==> config.mk <==
export PLATFORM = sky130hd
export DESIGN_NAME = alu_lockstep_ctrl
export DESIGN_NICKNAME = d
export VERILOG_FILES = /design/src/rtl/alu_lockstep_ctrl.sv
export SDC_FILE = /design/constraint.sdc
export NUM_CORES = 1
export LEC_CHECK = 0
export CORE_MARGIN = 8
export CORE_UTILIZATION = 46
export CTS_CLUSTER_SIZE = 10
export DETAILED_ROUTE_END_ITERATION = 6
export PLACE_DENSITY_LB_ADDON = 0.15
export SLEW_MARGIN = 40
export SYNTH_ARGS = -nofsm -noshare
export SYNTH_HDL_FRONTEND = slang
export SYNTH_SLANG_ARGS = --single-unit
export TNS_END_PERCENT = 5
==> constraint.sdc <==
create_clock -name clk -period 2.99 [get_ports clk]
set_input_delay 0.598 -clock clk [delete_from_list [all_inputs] [get_ports clk]]
set_output_delay 0.598 -clock clk [all_outputs]
set_load 0.02 [all_outputs]
==> src/rtl/alu_lockstep_ctrl.sv <==
// alu_lockstep_ctrl
// Sequencer for a dual-lane 4-bit ALU lockstep checker. Takes one operation
// at a time over a valid/ready request channel and drives identical operands
// and select to both external ALU lanes. After SETTLE cycles it compares the
// lanes, counts faults, and returns lane 0's result over a valid/ready
// response channel.
//
// Optional feature macro: ALU_LOCKSTEP_RETRY_EN
//   When defined, a first mismatch triggers one re-compare after another
//   SETTLE cycles. A match on that re-compare counts as a recovered retry.
//   When undefined, the first mismatch is final and retry_cnt is tied to 0.
//
// Parameters
//   SETTLE : lane settle cycles before each compare (1..15)
//   CNT_W  : width of the fault and retry counters
//
// Ports
//   clk, rst_n                  clock, async active-low reset
//   req_valid/req_ready         request handshake
//   req_a, req_b, req_op        operands and op (00 add, 01 sub, 10 and, 11 or)
//   lane_a, lane_b, lane_sel    registered operands/select to both lanes
//   lane0_out/carry             lane 0 result and carry-out
//   lane1_out/carry             lane 1 result and carry-out
//   rsp_valid/rsp_ready         response handshake
//   rsp_result, rsp_carry       lane 0 result and carry captured at compare
//   rsp_fault                   final lane disagreement for this response
//   fault_sticky                set on any fault, held until clr_fault
//   fault_cnt, retry_cnt        saturating event counters
//   clr_fault                   synchronous clear of sticky and counters
//
// state      | meaning
// -----------+---------------------------------------------------------
// IDLE       | ready for a request, lanes hold the last operation
// WAIT       | lanes settling, counting down to the first compare
// RETRY_WAIT | first compare mismatched, settling for the re-compare
// RESP       | response presented, waiting for rsp_ready

module alu_lockstep_ctrl #(
   parameter int SETTLE = 1,
   parameter int CNT_W  = 8
) (
   input  logic             clk,
   input  logic             rst_n,
   input  logic             req_valid,
   output logic             req_ready,
   input  logic [3:0]       req_a,
   input  logic [3:0]       req_b,
   input  logic [1:0]       req_op,
   output logic [3:0]       lane_a,
   output logic [3:0]       lane_b,
   output logic [1:0]       lane_sel,
   input  logic [3:0]       lane0_out,
   input  logic [3:0]       lane1_out,
   input  logic             lane0_carry,
   input  logic             lane1_carry,
   output logic             rsp_valid,
   input  logic             rsp_ready,
   output logic [3:0]       rsp_result,
   output logic             rsp_carry,
   output logic             rsp_fault,
   output logic             fault_sticky,
   output logic [CNT_W-1:0] fault_cnt,
   output logic [CNT_W-1:0] retry_cnt,
   input  logic             clr_fault
);

`ifdef ALU_LOCKSTEP_RETRY_EN
   typedef enum logic [1:0] {
      S_IDLE       = 2'd0,
      S_WAIT       = 2'd1,
      S_RESP       = 2'd2,
      S_RETRY_WAIT = 2'd3
   } state_t;
`else
   typedef enum logic [1:0] {
      S_IDLE = 2'd0,
      S_WAIT = 2'd1,
      S_RESP = 2'd2
   } state_t;
`endif

   localparam logic [3:0]       SETTLE_L = 4'(SETTLE);
   localparam logic [CNT_W-1:0] CNT_MAX  = '1;
   localparam logic [CNT_W-1:0] CNT_ONE  = CNT_W'(1);

   state_t     state_q;
   state_t     state_d;
   logic       run_q;
   logic [3:0] settle_q;

   logic       accept;
   logic       load_settle;
   logic       capture;
   logic       fault_evt;
   logic       settle_tc;
   logic       lanes_differ;
`ifdef ALU_LOCKSTEP_RETRY_EN
   logic       retry_evt;
`endif

   function automatic logic [CNT_W-1:0] sat_inc(input logic [CNT_W-1:0] v);
      return (v == CNT_MAX) ? v : v + CNT_ONE;
   endfunction

   // Counter value 1 means it reaches zero on this edge: compare now.
   assign settle_tc    = (settle_q == 4'd1);
   assign lanes_differ = ({lane0_carry, lane0_out} != {lane1_carry, lane1_out});

   // run_q keeps req_ready low until the first edge after reset release.
   assign req_ready = run_q && (state_q == S_IDLE);
   assign rsp_valid = (state_q == S_RESP);

   always_comb begin
      state_d     = state_q;
      accept      = 1'b0;
      load_settle = 1'b0;
      capture     = 1'b0;
      fault_evt   = 1'b0;
`ifdef ALU_LOCKSTEP_RETRY_EN
      retry_evt   = 1'b0;
`endif
      case (state_q)
         S_IDLE: begin
            if (req_valid && run_q) begin
               accept      = 1'b1;
               load_settle = 1'b1;
               state_d     = S_WAIT;
            end
         end
         S_WAIT: begin
            if (settle_tc) begin
               if (lanes_differ) begin
`ifdef ALU_LOCKSTEP_RETRY_EN
                  load_settle = 1'b1;
                  state_d     = S_RETRY_WAIT;
`else
                  capture   = 1'b1;
                  fault_evt = 1'b1;
                  state_d   = S_RESP;
`endif
               end else begin
                  capture = 1'b1;
                  state_d = S_RESP;
               end
            end
         end
`ifdef ALU_LOCKSTEP_RETRY_EN
         S_RETRY_WAIT: begin
            if (settle_tc) begin
               capture = 1'b1;
               if (lanes_differ) begin
                  fault_evt = 1'b1;
               end else begin
                  retry_evt = 1'b1;
               end
               state_d = S_RESP;
            end
         end
`endif
         S_RESP: begin
            if (rsp_ready) begin
               state_d = S_IDLE;
            end
         end
         default: state_d = S_IDLE;
      endcase
   end

   always_ff @(posedge clk or negedge rst_n) begin
      if (!rst_n) begin
         state_q <= S_IDLE;
         run_q   <= 1'b0;
      end else begin
         state_q <= state_d;
         run_q   <= 1'b1;
      end
   end

   always_ff @(posedge clk or negedge rst_n) begin
      if (!rst_n) begin
         settle_q <= 4'd0;
      end else if (load_settle) begin
         settle_q <= SETTLE_L;
      end else if (settle_q != 4'd0) begin
         settle_q <= settle_q - 4'd1;
      end
   end

   // Lane drive only changes on accept, so lanes never move mid-operation.
   always_ff @(posedge clk or negedge rst_n) begin
      if (!rst_n) begin
         lane_a   <= 4'd0;
         lane_b   <= 4'd0;
         lane_sel <= 2'd0;
      end else if (accept) begin
         lane_a   <= req_a;
         lane_b   <= req_b;
         lane_sel <= req_op;
      end
   end

   always_ff @(posedge clk or negedge rst_n) begin
      if (!rst_n) begin
         rsp_result <= 4'd0;
         rsp_carry  <= 1'b0;
         rsp_fault  <= 1'b0;
      end else if (capture) begin
         rsp_result <= lane0_out;
         rsp_carry  <= lane0_carry;
         rsp_fault  <= fault_evt;
      end
   end

   // A fault on the same edge as clr_fault wins: sticky set, count restarts at 1.
   always_ff @(posedge clk or negedge rst_n) begin
      if (!rst_n) begin
         fault_sticky <= 1'b0;
         fault_cnt    <= '0;
      end else if (fault_evt) begin
         fault_sticky <= 1'b1;
         fault_cnt    <= clr_fault ? CNT_ONE : sat_inc(fault_cnt);
      end else if (clr_fault) begin
         fault_sticky <= 1'b0;
         fault_cnt    <= '0;
      end
   end

`ifdef ALU_LOCKSTEP_RETRY_EN
   logic [CNT_W-1:0] retry_cnt_q;

   always_ff @(posedge clk or negedge rst_n) begin
      if (!rst_n) begin
         retry_cnt_q <= '0;
      end else if (retry_evt) begin
         retry_cnt_q <= clr_fault ? CNT_ONE : sat_inc(retry_cnt_q);
      end else if (clr_fault) begin
         retry_cnt_q <= '0;
      end
   end

   assign retry_cnt = retry_cnt_q;
`else
   assign retry_cnt = '0;
`endif

endmodule

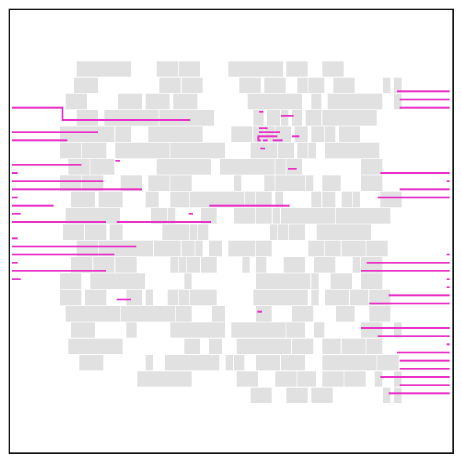
(the metal 3 layer)
Drawn at 6 px/µm.
longest straight run: 21.4 µm
nets with wire on the layer: 47
share of all routed wire: 12%
wire length on this layer: 415 µm
main direction: horizontal
M3 GR Usage: 6.96%
Total Wirelength: 3450 µm
via count: 1210

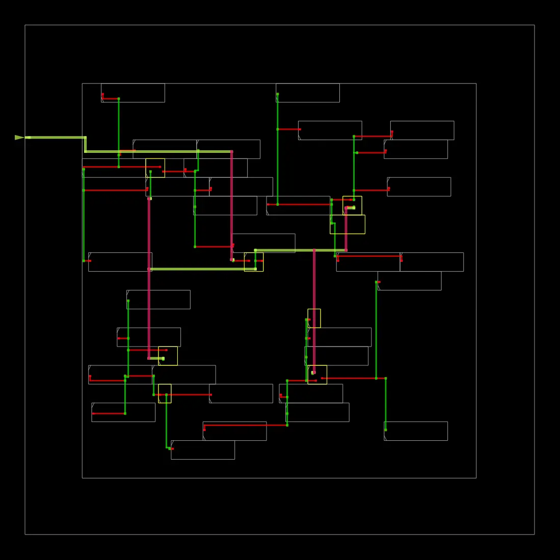
(clock wiring as the flow saved it)
clkbuf count: 6
P_clk: 261 µW
Clock Latency Late Sink: 0.33 ns

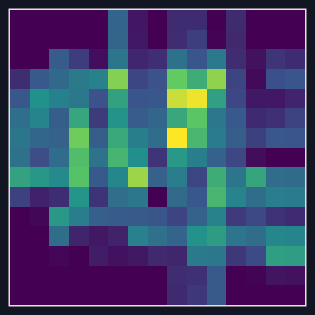
(signal metal coverage by tile)
Drawn at 4 px/µm. 15 x 15 tiles, from dark purple (low) to yellow (high), scaled to the fullest tile. Values are wire area over tile area, all layers added.
densest ninth of the die: middle
emptiest ninth of the die: bottom left
tiles over half the peak: 15%
nearly empty tiles: 24%
mean over tiles: 0.11
GRT Util Overall: 13.9%
routed length per instance: 14.4 µm

==> CHANGELOG.md <==
### Implementation results

* Top cells by count: dfrtp_1, mux2_2, buf_4, nor2_1
* FP Core Util at 47.1%
* Placement Setup Slack at 0.645 ns
* Final slew viol count at 0
* Die height at between 70 and 80 µm
* Minimum clock period after layout at 2.31 ns
* Filler Cells Inserted at 281
* Non-clk bufs at around 52
* Cts hold-fix bufs at 0
* Core Box Area at ~3300 µm²
* TritonCTS buffer count at 5
* Static Leak at a little over 0.0009 µW
* Hold EP: rsp_fault
* Power share of the combinational group at a little under half
* Signal inverters at 5
* Yosys stat cell total at 138
* Final nets at around 220
* Prevailing post-synth register cell: dfrtp_1
* Syn_area_per_cell at 11.1 µm²
* XORs/XNORs by Area at between 3 and 4%
* Grt ovf at 0
* Post-DP HPWL at 2710 µm
* Yosys simple share at 13.9%
* Met2 Resource Use GR at between 20% and 30%
* Tightest Hold Check Type: flop to flop
* # diodes at 0
* Clk root buf: clkbuf_4
* FF-to-FF setup slack at 1.03 ns
* Well Taps at about 46
* Global-route wire length before repair at 5790 µm
* Met1 GRT Util at about 14%
* Pwr top: combinational logic
* Layout cell share with drive strength beyond 1 at between 10% and 20%
* M1 WL at around 1300 µm
* CP bufs+invs at 1
* Register area share after synthesis at ~52%
* Clock group share of total power at between 10% and 20%
* Fin util at between 60% and 70%
* Hold_sp: rsp_fault
* Reg with most FFs: fault_cnt
* Synth Instances at between 100 and 150
* NetSw at about 680 µW
* PD cells at 868 nW/µm²
* Status: finished clean
* Logic share of the area at a little under a third
* Critical Path AT at approximately 1.7 ns
* Die Wd at approximately 74 µm
* Slew headroom at between 60% and 70%
* Crit path from: state_q[1]
* Yosys top cell by instances: dfrtp_1
* Comb gate area at about 660 µm²
* Delay-heaviest family, CP: buffers and inverters
* Post-route design area at about 2100 µm²
* Antenna violations before repair at 0
* Cell taking the most area after synthesis: dfrtp_1
* Max reg flops at 8
* Pin count of the biggest net entering global routing at 33
* Initial DRC Count at roughly 60
* Io pins at 60
* RSZ-0062 raised after global routing: no
* Setup TNS at 0 ns
* Distinct lib cells used at 31
* Area grow syn2layout at 38.1%
* Reg clk slew, reported paths at roughly 0.10 ns
* Yosys reg bits at 32
* Complex Gates by Area at between 8 and 9%
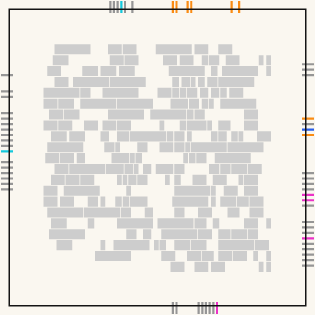
(pin map)
Drawn at 4 px/µm. Pins as bars across the die edge, other pins in grey.
| colour | port | pins | direction | edge |
|---|---|---|---|---|
| magenta | rsp_result | 4 | output | 3 right, 1 bottom |
| blue | fault_sticky | 1 | output | right |
| orange | fault_cnt | 8 | output | 6 top, 2 right |
| cyan | lane_sel | 2 | output | 1 left, 1 top |
all pins by edge: 23 right, 17 left, 12 top, 8 bottom

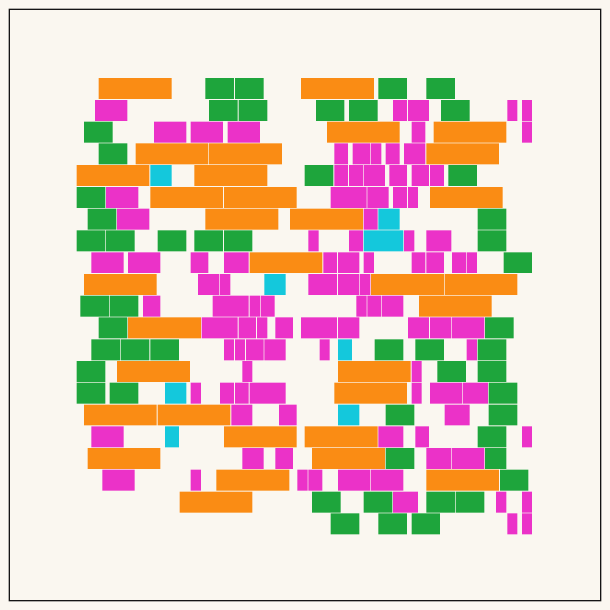
(placement by cell class)
Drawn at 8 px/µm.
| colour | class | cells |
|---|---|---|
| orange | sequential cells | 32 |
| magenta | combinational and other logic | 101 |
| green | remaining buffers and delay cells | 52 |
| cyan | clock drivers and dummy loads | 8 |

Power and IR drop assume default switching activity.
